run_1/floorplan.png
Scale: 3 px per um. Pins as bars on the die edge.
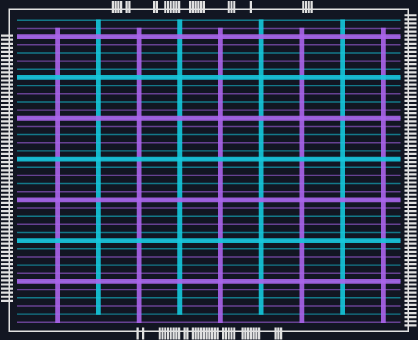
run_1/gates.png
Scale: 2 px per um.
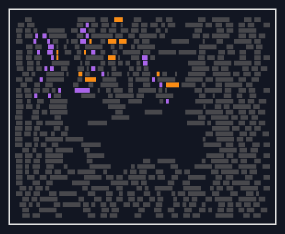
run_1/clock_wires.png
Scale: 2 px per um.
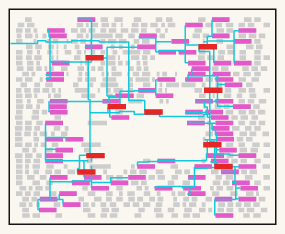
run_1/clock_nets.png
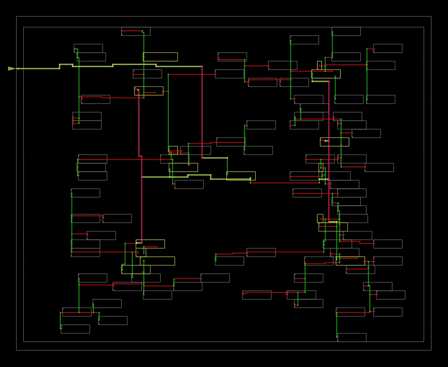
File: src/rtl/mem_port_arbiter.sv
// Arbitrates fetch, data and debug requesters onto one single-port memory.
// One transaction in flight; debug has priority, fetch/data round-robin.
module mem_port_arbiter #(
  parameter int AW     = 8,
  parameter int DW     = 32,
  parameter int RD_LAT = 1
) (
  input  logic          clk,
  input  logic          n_rst,
  input  logic          if_req,
  input  logic [AW-1:0] if_addr,
  output logic          if_gnt,
  output logic          if_ack,
  input  logic          dm_req,
  input  logic          dm_we,
  input  logic [AW-1:0] dm_addr,
  input  logic [DW-1:0] dm_wdata,
  output logic          dm_gnt,
  output logic          dm_ack,
  input  logic          db_req,
  input  logic          db_we,
  input  logic [AW-1:0] db_addr,
  input  logic [DW-1:0] db_wdata,
  output logic          db_gnt,
  output logic          db_ack,
  output logic [DW-1:0] rdata,
  output logic          mem_en,
  output logic          mem_we,
  output logic [AW-1:0] mem_addr,
  output logic [DW-1:0] mem_wdata,
  input  logic [DW-1:0] mem_rdata,
  output logic          busy
);

  typedef enum logic [1:0] {
    IDLE,
    ISSUE,
    WAIT,
    RESP
  } state_t;

  typedef enum logic [1:0] {
    OWN_IF,
    OWN_DM,
    OWN_DB
  } own_t;

  state_t        state;
  state_t        state_nx;
  own_t          owner;
  own_t          pick;
  logic          last_dm;
  logic [1:0]    cnt;
  logic          we_q;
  logic [AW-1:0] addr_q;
  logic [DW-1:0] wdata_q;

  logic          any_req;
  logic          c_if;
  logic          c_dm;
  logic          c_db;
  logic          pick_we;
  logic [AW-1:0] pick_addr;
  logic [DW-1:0] pick_wdata;

  assign any_req = if_req | dm_req | db_req;

  // last_dm set means data was served last, so fetch wins a tie
  always_comb begin
    c_db       = db_req;
    c_if       = !db_req && if_req && (!dm_req || last_dm);
    c_dm       = !db_req && dm_req && (!if_req || !last_dm);
    pick       = OWN_IF;
    pick_we    = 1'b0;
    pick_addr  = if_addr;
    pick_wdata = '0;
    unique case (1'b1)
      c_db: begin
        pick       = OWN_DB;
        pick_we    = db_we;
        pick_addr  = db_addr;
        pick_wdata = db_wdata;
      end
      c_dm: begin
        pick       = OWN_DM;
        pick_we    = dm_we;
        pick_addr  = dm_addr;
        pick_wdata = dm_wdata;
      end
      c_if: begin
        pick       = OWN_IF;
        pick_we    = 1'b0;
        pick_addr  = if_addr;
        pick_wdata = '0;
      end
      default: begin
        pick       = OWN_IF;
        pick_we    = 1'b0;
        pick_addr  = if_addr;
        pick_wdata = '0;
      end
    endcase
  end

  always_comb begin
    state_nx  = state;
    mem_en    = 1'b0;
    mem_we    = 1'b0;
    mem_addr  = '0;
    mem_wdata = '0;
    if_gnt    = 1'b0;
    dm_gnt    = 1'b0;
    db_gnt    = 1'b0;
    if_ack    = 1'b0;
    dm_ack    = 1'b0;
    db_ack    = 1'b0;
    busy      = (state != IDLE);
    unique case (state)
      IDLE: begin
        if (any_req) state_nx = ISSUE;
      end
      ISSUE: begin
        mem_en    = 1'b1;
        mem_we    = we_q;
        mem_addr  = addr_q;
        mem_wdata = wdata_q;
        if_gnt    = (owner == OWN_IF);
        dm_gnt    = (owner == OWN_DM);
        db_gnt    = (owner == OWN_DB);
        state_nx  = we_q ? RESP : WAIT;
      end
      WAIT: begin
        if (cnt == 2'd0) state_nx = RESP;
      end
      RESP: begin
        if_ack   = (owner == OWN_IF);
        dm_ack   = (owner == OWN_DM);
        db_ack   = (owner == OWN_DB);
        state_nx = IDLE;
      end
      default: state_nx = IDLE;
    endcase
  end

  always_ff @(posedge clk or negedge n_rst) begin
    if (!n_rst) begin
      state   <= IDLE;
      owner   <= OWN_IF;
      last_dm <= 1'b1;
      cnt     <= '0;
      we_q    <= 1'b0;
      addr_q  <= '0;
      wdata_q <= '0;
      rdata   <= '0;
    end else begin
      state <= state_nx;
      if (state == IDLE && any_req) begin
        owner   <= pick;
        we_q    <= pick_we;
        addr_q  <= pick_addr;
        wdata_q <= pick_wdata;
      end
      if (state == ISSUE) begin
        cnt <= 2'(RD_LAT - 1);
        if (owner == OWN_IF) last_dm <= 1'b0;
        else if (owner == OWN_DM) last_dm <= 1'b1;
      end
      if (state == WAIT) begin
        if (cnt == 2'd0) rdata <= mem_rdata;
        else cnt <= cnt - 2'd1;
      end
    end
  end

endmodule

File: config.mk
export PLATFORM = sky130hd
export DESIGN_NAME = mem_port_arbiter
export DESIGN_NICKNAME = d
export VERILOG_FILES = /design/src/rtl/mem_port_arbiter.sv
export SDC_FILE = /design/constraint.sdc
export NUM_CORES = 1
export LEC_CHECK = 0
export CELL_PAD_IN_SITES_DETAIL_PLACEMENT = 1
export CELL_PAD_IN_SITES_GLOBAL_PLACEMENT = 1
export CORE_ASPECT_RATIO = 0.8
export CORE_MARGIN = 2
export CORE_UTILIZATION = 29
export CTS_BUF_LIST = sky130_fd_sc_hd__clkbuf_16
export DETAILED_ROUTE_END_ITERATION = 7
export PLACE_DENSITY = 0.88
export RECOVER_POWER = 50
export SETUP_SLACK_MARGIN = 0.15
export SYNTH_ARGS = -nofsm -noshare
export SYNTH_HDL_FRONTEND = slang
export SYNTH_SLANG_ARGS = --single-unit
export TNS_END_PERCENT = 50
File: constraint.sdc
create_clock -name clk -period 2.5 [get_ports clk]
set_clock_uncertainty 0.2 [all_clocks]
set_input_delay 0.75 -clock clk [delete_from_list [all_inputs] [get_ports clk]]
set_output_delay 0.75 -clock clk [all_outputs]
set_load 0.02 [all_outputs]
==> impl_metrics.yaml, run 1 <==
# synthesis and place-and-route metrics
worst_setup_path:
  criticalPathCategory: "flop to output port"
  cp-end-kind: "output port"
clock_network:
  clk_path_buf_depth: 2
  cts_tree: "done"
yosys:
  seq_area_frac_synth_pct: 52.3
  syn_avg_cell_area_um2: 12.1
  yosysTopAreaCell: "dfrtp_1"
die:
  io_pins: 208
placed_design:
  dp_hpwl_um: 10400
  io_buffer_count: 207
sta:
  setup_viol: 1
  max_slew.worst_pin.slew_ns: 0.939
  finalWorstSetupSlack_ns: -0.00296
  rsz0062_at_grt: "true"
  timing.fmax_mhz: 400
  layout_min_cycle_time_ns: 2.50
  fin_setup_tns_ns: -0.00296
  fin_crit_sh_pct: 100
route:
  wl_per_cell_um: 20.1
  drc: 0
  ant_nets: 0
finish:
  drive_above_1_share_pct: 38.0
outcome:
  violations: "negative setup slack"
  status: "finished, violations left"
## Picture notes: floorplan.png
Key: cyan = VDD; purple = VSS
7 straps on met5. 208 signal pins sit on the boundary. 38 met1 rails follow the rows. 9 straps on met4.
Max VDD drop: 0.515 mV
Core ar.: 12900 um^2
Die Y: 107 um
die span in x: 133 um

## Picture notes: gates.png
Key: purple = aoi and oai cells [cells 27, where top left]; orange = nor cells [cells 12, most used nor2_1]
multi-input combinational area share: 27.1%
commonest non-fill, non-tap cell in the layout: clkdlybuf4s50_1

## Picture notes: clock_wires.png
Key: cyan = clock wires [length 1120 um]; magenta = flip-flops [count 80]; red = clock-net drivers [count 9]
There are 10 routed clock nets.

## Picture notes: clock_nets.png
Clk. pwr: 1.39 mW
clk sinks: 80

==> run 1: layout make-up <==
cell class | instances | share of cell area (%)
timing repair buffer | 238 | 35.5
inverter | 5 | 0.311
multi-input combinational | 208 | 27.1
clock inverter | 7 | 1.30
tap | 175 | 3.20
sequential | 80 | 29.3
clock buffer | 9 | 3.29
==> run 1: per-layer routing <==
metal | GRT usage (%) | vias to the layer above | part of all wire [%]
met5 | 0 | - | 0
met4 | 6.30 | 0 | 1.4
met3 | 6.10 | 15 | 7.0
met2 | 34.9 | 163 | 47
met1 | 26.5 | 1733 | 44
li1 | - | 1621 | -
==> run 1: report_power, final <==
group          leakage, nW  total [mW]  switching (mW)  internal [mW]
sequential           0.973        2.32           0.406           1.92
clock                0.158        1.39           0.526          0.867
combinational         1.95        4.61            2.09           2.51
==> run 1: timing repair <==
action / 4_1_cts / 5_1_grt
resized: 338 / 13
endpoints found under the setup margin: 49 / 49
cloned: 2 / 0
buffers inserted: 1 / 2
pin swaps: 23 / 11
==> run 1: worst max path at each step <==
stage                               end  slack [ns]  depth (start not counted)
after floorplan            mem_wdata[0]        0.19                          4
after global routing             mem_we       -0.05                          6
after CTS                 mem_wdata[25]      -0.001                          6
after detailed placement  mem_wdata[25]       -0.19                          5
final                            mem_we      -0.003                          6
after global placement    mem_wdata[25]       -0.14                          5
==> run 1: per-stage QoR <==
step / area, um^2 / setup WS, ns
after detailed placement: 6240 / -0.186
after floorplan: 3830 / 0.192
after global placement: 6240 / -0.142
final: 6840 / -0.00296
after CTS: 6800 / -0.00117
after global routing: 6840 / -0.0508
==> run 1: critical path: cells and delay by family (launching register included) <==
family | cells | cell delay [ns]
fa+ha+maj | 1 | 0.21
buf+inv | 4 | 0.46
flops | 1 | 0.39
simple gates | 1 | 0.15
==> run 1: cells in the mapped netlist <==
cell,number
or4b_2,1
inv_1,5
o31a_1,1
nor2b_1,1
nor3_1,1
and2_1,42
mux2i_1,4
nor3b_1,2
nor3_4,1
buf_2,6
a31oi_1,4
mux2_2,33
nand2b_1,2
and3_1,39
nor2_1,6
a21bo_1,1
a21oi_1,8
o31ai_4,1
a221o_1,7
o21ai_0,8
a221o_2,26
a32oi_1,5
nor3b_2,1
ha_1,5
dfstp_2,1
dfrtp_1,79
clkbuf_1,14
o211ai_1,1
nand2_1,5
buf_6,4
nand3b_1,1
a21o_1,2
==> run 1: cell families after synthesis <==
kind of cell | synth area share [%]
AND-OR/OR-AND | 15.0
adder cells (fa/ha/maj) | 1.63
buffers and inverters | 3.82
flip-flops | 52.3
multiplexers | 10.7
AND/OR/NAND/NOR | 16.5
==> run 1: flip-flops by register name, indices dropped and copies added (netlist names) <==
signal,flops
addr_q,8
last_dm,1
rdata,32
owner,2
we_q,1
cnt,2
wdata_q,32
state,2
==> run 1: cell usage in the layout (no fill, tap or decap), types with 7 or more instances in the layout <==
cell / n
and3_1: 38
a221o_2: 26
clkbuf_16: 9
buf_6: 46
a21oi_1: 8
buf_4: 22
clkdlybuf4s50_1: 156
a221o_1: 7
mux2_2: 33
o21ai_0: 8
dfrtp_1: 79
and2_4: 41
run_1/layers.png
Scale: 4 px per um.
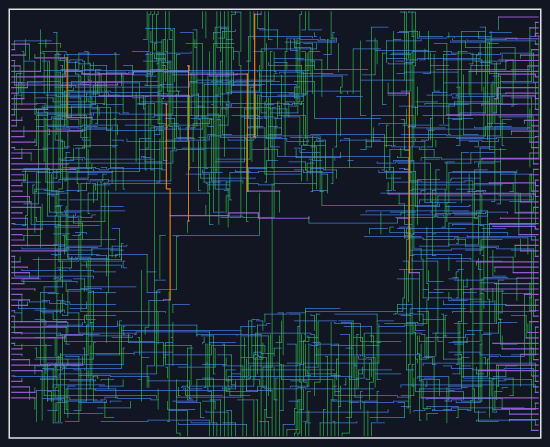

--- run 2 (diff from run 1) ---
Settings changed: CORE_UTILIZATION 29 to 25, PLACE_DENSITY 0.88 to 0.82, SLEW_MARGIN from default to 40.
Clock period 2.5 ns to 2.3 ns, I/O delays scaled along.
run_2/layers.png
Scale: 3 px per um.
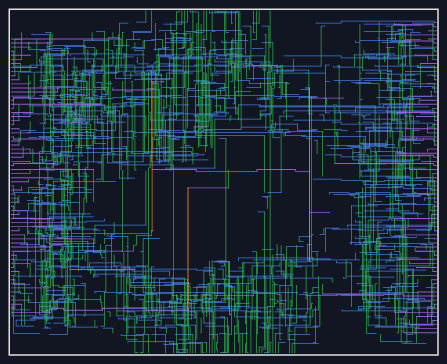
Key: green = M2 [wire length 7320 um]; orange = M4 [wire length 166 um]; purple = M3 [wire length 1240 um]; blue = M1 [wire length 6410 um]
Tot GR Track Use: 17.8%
DRT Wirelength: 15100 um
DR WL/cell: 20.1 um
DR vias: 3649

run_2/clock_nets.png
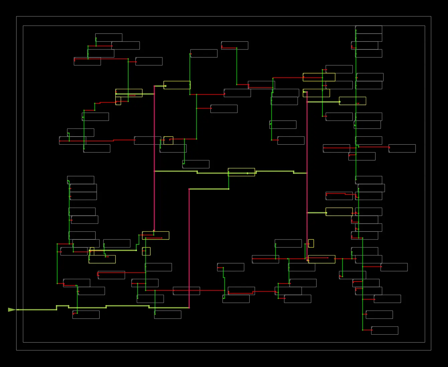
clock latency on the worst-skew pair: 0.34 ns
clock buf count: 9
flop count: 80
CTS Buf Count: 9

run_2/gates.png
Scale: 2 px per um.
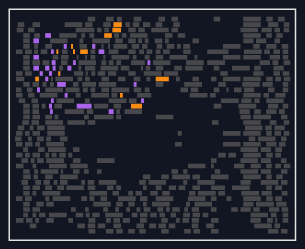
Key: orange = nor cells [cells 12, most used nor2_1]; purple = aoi and oai cells [cells 27, where top left]

==> run 2 against run 1 <==
Sequential power rose by 8%; total power rose by 13%; first-iteration DRC count fell by 43%; critical path depth did not move; the flow still finishes with violations (negative setup slack).
==> impl_metrics.yaml, run 2 <==
# synthesis and place-and-route metrics
outcome:
  status: "finished, violations left"
  violations: "negative setup slack"
yosys:
  top_cell: "dfrtp_1"
  edf_count: 0
  yosysTopAreaCell: "dfrtp_1"
  synthArstFlopShare_pct: 100
  seq_area_frac_synth_pct: 52.3
  syn_avg_cell_area_um2: 12.1
sta:
  rsz0062_at_grt: "true"
  finalWorstSetupSlack_ns: -0.132
  layout_min_cycle_time_ns: 2.43
  timing.fmax_mhz: 411
  fin_setup_tns_ns: -4.93
  setup_viol: 81
die:
  io_pins: 208
  core_area_um2: 15000
  die_w_um: 142
worst_setup_path:
  cp-end-kind: "output port"
  criticalPathCategory: "flop to output port"
power:
  peakVddDrop_mv: 0.431
finish:
  drive_above_1_share_pct: 40.5
  largestRegisters: "rdata (32), wdata_q (32), addr_q (8)"
  final_cell_mix: "122 x clkdlybuf4s50_1, 79 x dfrtp_1, 59 x buf_6"
  lay_top_count: "clkdlybuf4s50_1"
clock_network:
  cts_tree: "done"
  clock_sinks: 80
route:
  ant_nets: 0
  drc: 0
grt:
  grt.met3_usage_pct: 6.23
  gr-usage-met2_pct: 30.4
  top_usage_layer: "met2"
  use_met1_pct: 21.6
placed_design:
  dp_hpwl_um: 10300
  io_buffer_count: 207
[run 2: cell counts after synthesis]
No cell type changed its count.
[run 2: final cells by class]
type / count / area (um^2) / share of cell area, %
Multi-Input combinational cell: 208 / 1980 / 27.5
Clock buffer: 9 / 225 / 3.12
Inverter: 5 / 21.3 / 0.295
Clock inverter: 6 / 60.1 / 0.832
Timing Repair Buffer: 257 / 2690 / 37.2
Sequential cell: 80 / 2000 / 27.8
Tap cell: 189 / 236 / 3.28
[run 2: timing repair]
action	4_1_cts	5_1_grt
pin swaps	7	42
gates resized	395	38
gates cloned	3	2
buffers inserted	10	8
endpoints found under the hold margin	0	0
endpoints found under the setup margin	156	123
[run 2: worst paths after layout]
kind                       cells after the start           to   startpoint
hold reg to reg                                1  wdata_q[15]  wdata_q[15]
hold / removal                                 1  wdata_q[15]  wdata_q[15]
setup / recovery                               6       db_gnt     state[1]
setup reg to reg                              10    rdata[24]     state[0]
max in group asynchronous                      2    addr_q[5]        n_rst
min in group asynchronous                      1    rdata[19]        n_rst
[run 2: metal layers]
| metal | part of all wire, % | vias to the layer above |
|---|---|---|
| met5 | 0 | - |
| met4 | 1.1 | 0 |
| met3 | 8.2 | 13 |
| met2 | 48 | 173 |
| met1 | 42 | 1807 |
| li1 | - | 1656 |
[run 2: cells by family after synthesis]
logic type	Yosys count	share of synthesized area (%)
and+or+nand+nor	102	16.5
adders and majority gates	5	1.63
muxes	37	10.7
DFF	80	52.3
AOI/OAI and AO/OA	64	15.0
buffers and inverters	29	3.82
[run 2: power breakdown]
| part | leakage [nW] | switching, mW | total [mW] | internal [mW] |
|---|---|---|---|---|
| registers | 0.973 | 0.423 | 2.51 | 2.08 |
| logic | 2.26 | 2.45 | 5.55 | 3.10 |
| clock network | 0.143 | 0.561 | 1.39 | 0.830 |
| total | 3.38 | 3.43 | 9.44 | 6.01 |
[run 2: stage by stage]
step                worst slack [ns]  hold WS, ns  instance area (um^2)
floorplan                      0.144        0.194                  3860
global placement              -0.343        0.267                  6320
detailed placement            -0.358        0.284                  6320
CTS                           -0.147       0.0325                  7030
global route                  -0.203        0.312                  7210
finish                        -0.132        0.298                  7210
[run 2: critical path, stage by stage, from the launching register on]
cell and delay, ns:
dfrtp_1 0.40, inv_2 0.09, ha_4 0.18, buf_6 0.12, buf_6 0.11, and3_4 0.18
buf_6 0.12
No activity file was given, so power comes from the tool's default toggle rates.
